File: src/rtl/afifo_wr_arb.sv
// afifo_wr_arb: round-robin, burst-based write-port arbiter
// Shares one async-FIFO write port among REQ_NUM clk_wr producers.
module afifo_wr_arb #(
    parameter int DATA_WIDTH = 32,
    parameter int REQ_NUM    = 4,
    parameter int BURST_MAX  = 4,
    parameter int GNT_W      = $clog2(REQ_NUM),
    parameter int BCNT_W     = $clog2(BURST_MAX + 1)
) (
    input  logic                          clk_wr,
    input  logic                          rst_wr_n,
    input  logic [REQ_NUM-1:0]            req_valid,
    input  logic [REQ_NUM-1:0]            req_last,
    input  logic [REQ_NUM*DATA_WIDTH-1:0] req_data,
    output logic [REQ_NUM-1:0]            req_ready,
    input  logic                          wr_full,
    output logic                          wr_en,
    output logic [DATA_WIDTH-1:0]         wdata,
    output logic [GNT_W-1:0]              gnt_id,
    output logic                          busy
);

    typedef enum logic {
        IDLE  = 1'b0,
        GRANT = 1'b1
    } state_t;

    state_t              state_q, state_d;
    logic [GNT_W-1:0]    gnt_q, gnt_d;
    logic [GNT_W-1:0]    rr_ptr_q, rr_ptr_d;
    logic [BCNT_W-1:0]   beat_cnt_q, beat_cnt_d;

    logic [GNT_W-1:0]    sel;
    logic [GNT_W-1:0]    cand;
    logic                found;
    logic                beat;
    logic                release_now;

    // first valid requester after the last winner, wrapping modulo REQ_NUM
    always_comb begin
        sel   = rr_ptr_q;
        cand  = rr_ptr_q;
        found = 1'b0;
        for (int k = 1; k <= REQ_NUM; k++) begin
            cand = GNT_W'((int'(rr_ptr_q) + k) % REQ_NUM);
            if (!found && req_valid[cand]) begin
                sel   = cand;
                found = 1'b1;
            end
        end
    end

    // write-port mux and ready fan-out; ready never looks at req_valid
    always_comb begin
        wdata     = '0;
        req_ready = '0;
        for (int i = 0; i < REQ_NUM; i++) begin
            if (gnt_q == GNT_W'(i)) begin
                wdata        = req_data[i*DATA_WIDTH +: DATA_WIDTH];
                req_ready[i] = (state_q == GRANT) && !wr_full;
            end
        end
    end

    assign beat        = (state_q == GRANT) && !wr_full && req_valid[gnt_q];
    assign release_now = beat && (req_last[gnt_q] ||
                         (beat_cnt_q == BCNT_W'(BURST_MAX - 1)));
    assign wr_en       = beat;
    assign gnt_id      = gnt_q;
    assign busy        = (state_q == GRANT);

    // next-state: arbitrate in IDLE, count beats and release in GRANT
    always_comb begin
        state_d    = state_q;
        gnt_d      = gnt_q;
        rr_ptr_d   = rr_ptr_q;
        beat_cnt_d = beat_cnt_q;
        unique case (state_q)
            IDLE: begin
                if (|req_valid) begin
                    state_d    = GRANT;
                    gnt_d      = sel;
                    rr_ptr_d   = sel;
                    beat_cnt_d = '0;
                end
            end
            GRANT: begin
                if (release_now) begin
                    state_d    = IDLE;
                    beat_cnt_d = '0;
                end else if (beat) begin
                    beat_cnt_d = beat_cnt_q + 1'b1;
                end
            end
            default: state_d = IDLE;
        endcase
    end

    // state register; rr_ptr resets to the top so requester 0 wins first
    always_ff @(posedge clk_wr) begin
        if (!rst_wr_n) begin
            state_q    <= IDLE;
            gnt_q      <= '0;
            rr_ptr_q   <= GNT_W'(REQ_NUM - 1);
            beat_cnt_q <= '0;
        end else begin
            state_q    <= state_d;
            gnt_q      <= gnt_d;
            rr_ptr_q   <= rr_ptr_d;
            beat_cnt_q <= beat_cnt_d;
        end
    end

endmodule
File: config.mk
export PLATFORM = sky130hd
export DESIGN_NAME = afifo_wr_arb
export DESIGN_NICKNAME = d
export VERILOG_FILES = /design/src/rtl/afifo_wr_arb.sv
export SDC_FILE = /design/constraint.sdc
export NUM_CORES = 1
export LEC_CHECK = 0
export ABC_AREA = 1
export CELL_PAD_IN_SITES_DETAIL_PLACEMENT = 0
export CELL_PAD_IN_SITES_GLOBAL_PLACEMENT = 2
export CORE_ASPECT_RATIO = 0.5
export CORE_MARGIN = 5
export CORE_UTILIZATION = 10
export CTS_BUF_LIST = sky130_fd_sc_hd__clkbuf_8 sky130_fd_sc_hd__clkbuf_16
export CTS_CLUSTER_DIAMETER = 120
export CTS_CLUSTER_SIZE = 8
export DETAILED_ROUTE_END_ITERATION = 8
export GPL_TIMING_DRIVEN = 0
export PLACE_DENSITY_LB_ADDON = 0.1
export SKIP_LAST_GASP = 1
export SLEW_MARGIN = 30
export SYNTH_ARGS = -nofsm -noshare
export SYNTH_HDL_FRONTEND = slang
export SYNTH_SLANG_ARGS = --single-unit
export TNS_END_PERCENT = 100
File: constraint.sdc
create_clock -name clk_wr -period 1.5 [get_ports clk_wr]
set_input_delay 0.225 -clock clk_wr [delete_from_list [all_inputs] [get_ports clk_wr]]
set_output_delay 0.225 -clock clk_wr [all_outputs]
set_load 0.05 [all_outputs]
==> impl_metrics.toml <==
# synthesis and place-and-route metrics
[finish]
mi_logic_area_um2 = 1320
antenna_cells = 0
nonClkBufAreaFrac = 0.560
drive_gt1_frac = 0.291
stdcell_count = 690
sh_comb_area = 0.306
flop-count = 8
largest_register_ffs = 3
biggestCellCategory = "non-clock buffers"
regArea_um2 = 174
inv_count = 14
nFillCells = 1628
top_register = "beat_cnt_q"
clock_area_frac = 0.0183

[grt]
grt_use_total = 0.101
antenna_found_initial = 0
grt_pass1_vias = 2576
grt.overflow.total = 0
grt_pass1_wl_um = 14000
grt_util_met2 = 0.202
use_met1 = 0.118
grtUsageMet3 = 0.0193
grt_max_degree = 11

[yosys]
synthTopCellsByCount = "nand2_1 (168), nand4_1 (33), clkbuf_1 (12), dfxtp_1 (8)"
ys_cells = 286
yosysSeqAreaShare = 0.108
top_cell = "nand2_1"
xor_area_frac = 0
compound_area_frac = 0.0657
logic_family = "simple AND/OR/NAND/NOR gates"
async_flop_share = 0
fp_nets = 427
synth.cell_area_um2 = 1490
postSynthAreaPerCell_um2 = 5.19
ff_type = "dfxtp_1"
synth-seq-cells = 8
synth-simple-area-share = 0.716
ys_types = 24
synth-edff-count = 0
yosysTopAreaCell = "nand2_1"
syn_inst = 286
ys_sh_adder = 0.0168
yosysWarnings = 0
area_leaders = "nand2_1 (42%), nand4_1 (14%), dfxtp_1 (11%)"

[worst_setup_path]
critPathBufInv = 5
critPathMaxFanout = 7
path_cells = "buf_12, inv_8, nor2_8, buf_12, clkbuf_16, nand2_1, nand4_1, buf_6"
cp.required_ns = 1.27
critPathLaunch = "gnt_id[1]"
rr_endpoint = "beat_cnt_q[1]"
cp_slowest_cell = "dfxtp_4"
reg2reg_slack_ns = -0.08
criticalPathCategory = "reg -> out"
max_stage_delay_ns = 0.35
cp_top_family = "buffers and inverters"
cp-end-kind = "output port"
arrival_ns = 1.51
reg2regPathDepth = 12
cp-start-kind = "register"
r2r-start = "gnt_id[1]"

[place]
gp_congestion = 0.727
hpwl_um = 7740
dp_cells = 662
portBuffers = 178

[detailed_routing]
top_layer = "met4"
drt_iter0_drc = 63
drc_errors = 0
routed_via_density = 3.66
final_antenna_net_count = 0
wl_per_cell_um = 14.4
wirelength_um = 9970
dr.pass1.iters = 4
wl_met2_um = 5260
wl_met1_um = 4270
met3_length_um = 428
num_vias = 2524

[sta]
setup_violations = 37
tightestPinTransition_ns = 0.493
final_hold_viol_count = 0
drv_slew = 0
period_needed_ns = 1.73
setup_ws_ns = -0.231
skew_ns = 0.00456
finalSetupTns_ns = -6.61
finalCritPeriodShare = 1.15

[run_status]
status = "finished, violations left"
violations = "setup timing"

[pwr]
powerDensity_nw_per_um2 = 1430
p_total_w = 0.00619
p_leak_nw = 1.83
swShare = 0.524
switching_power_w = 0.00324
p_seq_frac = 0.048
ir_drop_v = 0.000353
p_int_w = 0.00295
p_clk_frac = 0.074
power_leader = "combinational cells"
pg_seq_w = 0.000299

[job]
maxCapViolations = 0
warnings = 29

[cts]
htree_num_levels = 1
cts_tree = "done"
cts.reportedPaths.clkPinSlew_ns = 0.04
cts_buffers = 3
cts_setup_buffers = 13
ctsLongestPathBuffers = 2
cts_root_buf = "clkbuf_16"
cts_hold_repair.buffers = 0

[die]
die_y_um = 96.2
die_width_um = 182
chipArea_um2 = 17500
ios = 179
tapCellCount = 198

[hold_path]
min_path_cells = 2
hp-start = "beat_cnt_q[1]"
hold_path_class = "reg -> reg"
==> placed cells by master, fill, tap and decap left out, drive strengths merged, types with 5 or more instances in the layout <==
cell	instances
nand3	8
nand4	33
clkbuf	14
clkdlybuf4s50	133
dfxtp	8
a21oi	9
inv	15
dlymetal6s2s	5
nand2	176
buf	65
nor2	13
==> per-stage QoR <==
stage | utilization | hold WS (ns) | worst slack [ns] | instance area [um^2]
finish | 0.298 | 0.475 | -0.231 | 4320
global route | 0.298 | 0.512 | -0.294 | 4320
CTS | 0.280 | 0.483 | -0.240 | 4060
detailed placement | 0.253 | 0.478 | -0.845 | 3670
global placement | 0.253 | 0.465 | -0.827 | 3670
floorplan | - | 0.324 | -0.111 | 1650
**Placed cells, one colour a class**

The bar under the picture is 50 um long.
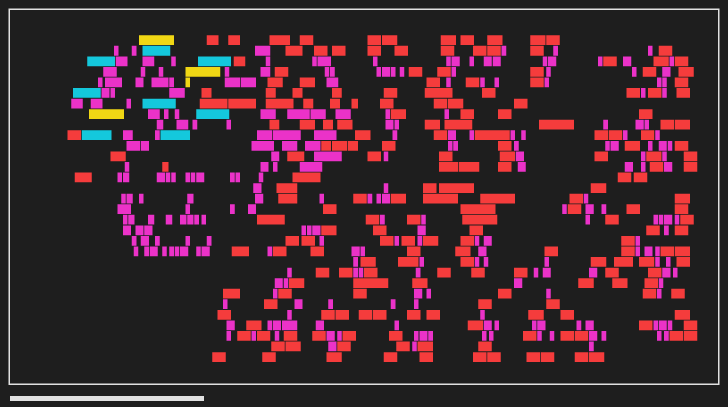
| class | colour | cells | share of their area |
|---|---|---|---|
| remaining buffers and delay cells | red | 217 | 59% |
| registers | cyan | 8 | 4.3% |
| clock drivers and dummy loads | yellow | 4 | 1.9% |
| remaining logic cells | magenta | 263 | 34% |
fraction of area in registers: 0.0403
num rows: 31
Core Box Area: 14,500 um^2
Finished Cell Area: 4320 um^2
Final Util: 0.298

**Supply network**

Pins as bars on the die edge. Tap cells in grey.
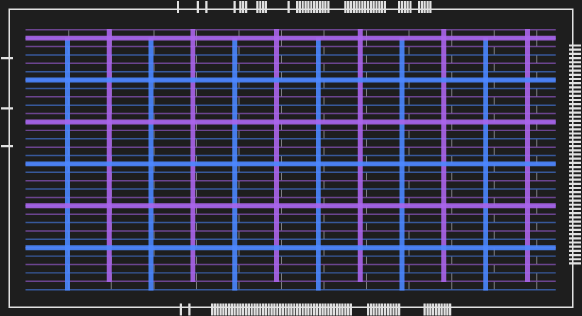
| net | colour |
|---|---|
| VDD | purple |
| VSS | blue |
met1 rails: 32
met4 straps: 12
signal pins: 179

**Logic cells by family**

The bar under the picture is 50 um long.
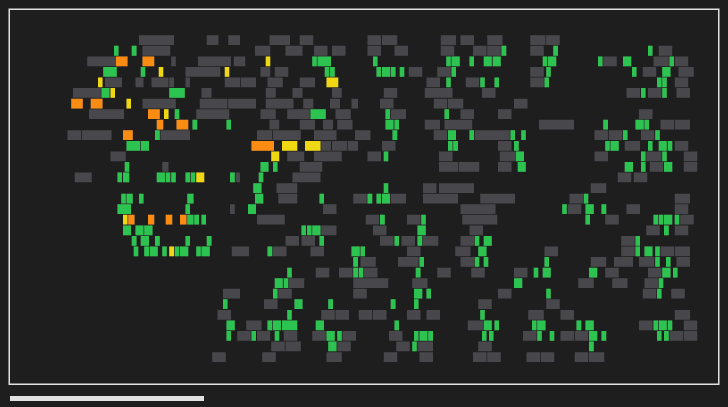
| family | colour | cells | most used |
|---|---|---|---|
| aoi and oai cells | orange | 13 | a21oi_2 |
| inv cells | yellow | 14 | inv_1 |
| nand cells | green | 217 | nand2_1 |

**The clock network**

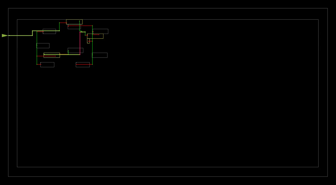
clock buffers: 3
Clock Power: 0.000459 W
clk sinks: 8
clk latency late pin: 0.24 ns

**Clock wires, drivers and flops**

The bar under the picture is 50 um long.
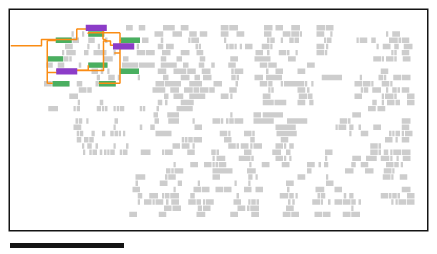
[clock wires] orange | length: 182 um
[flip-flops] green | count: 8
[clock-net drivers] purple | count: 3
routed clock nets: 4

Power and IR drop assume default switching activity.
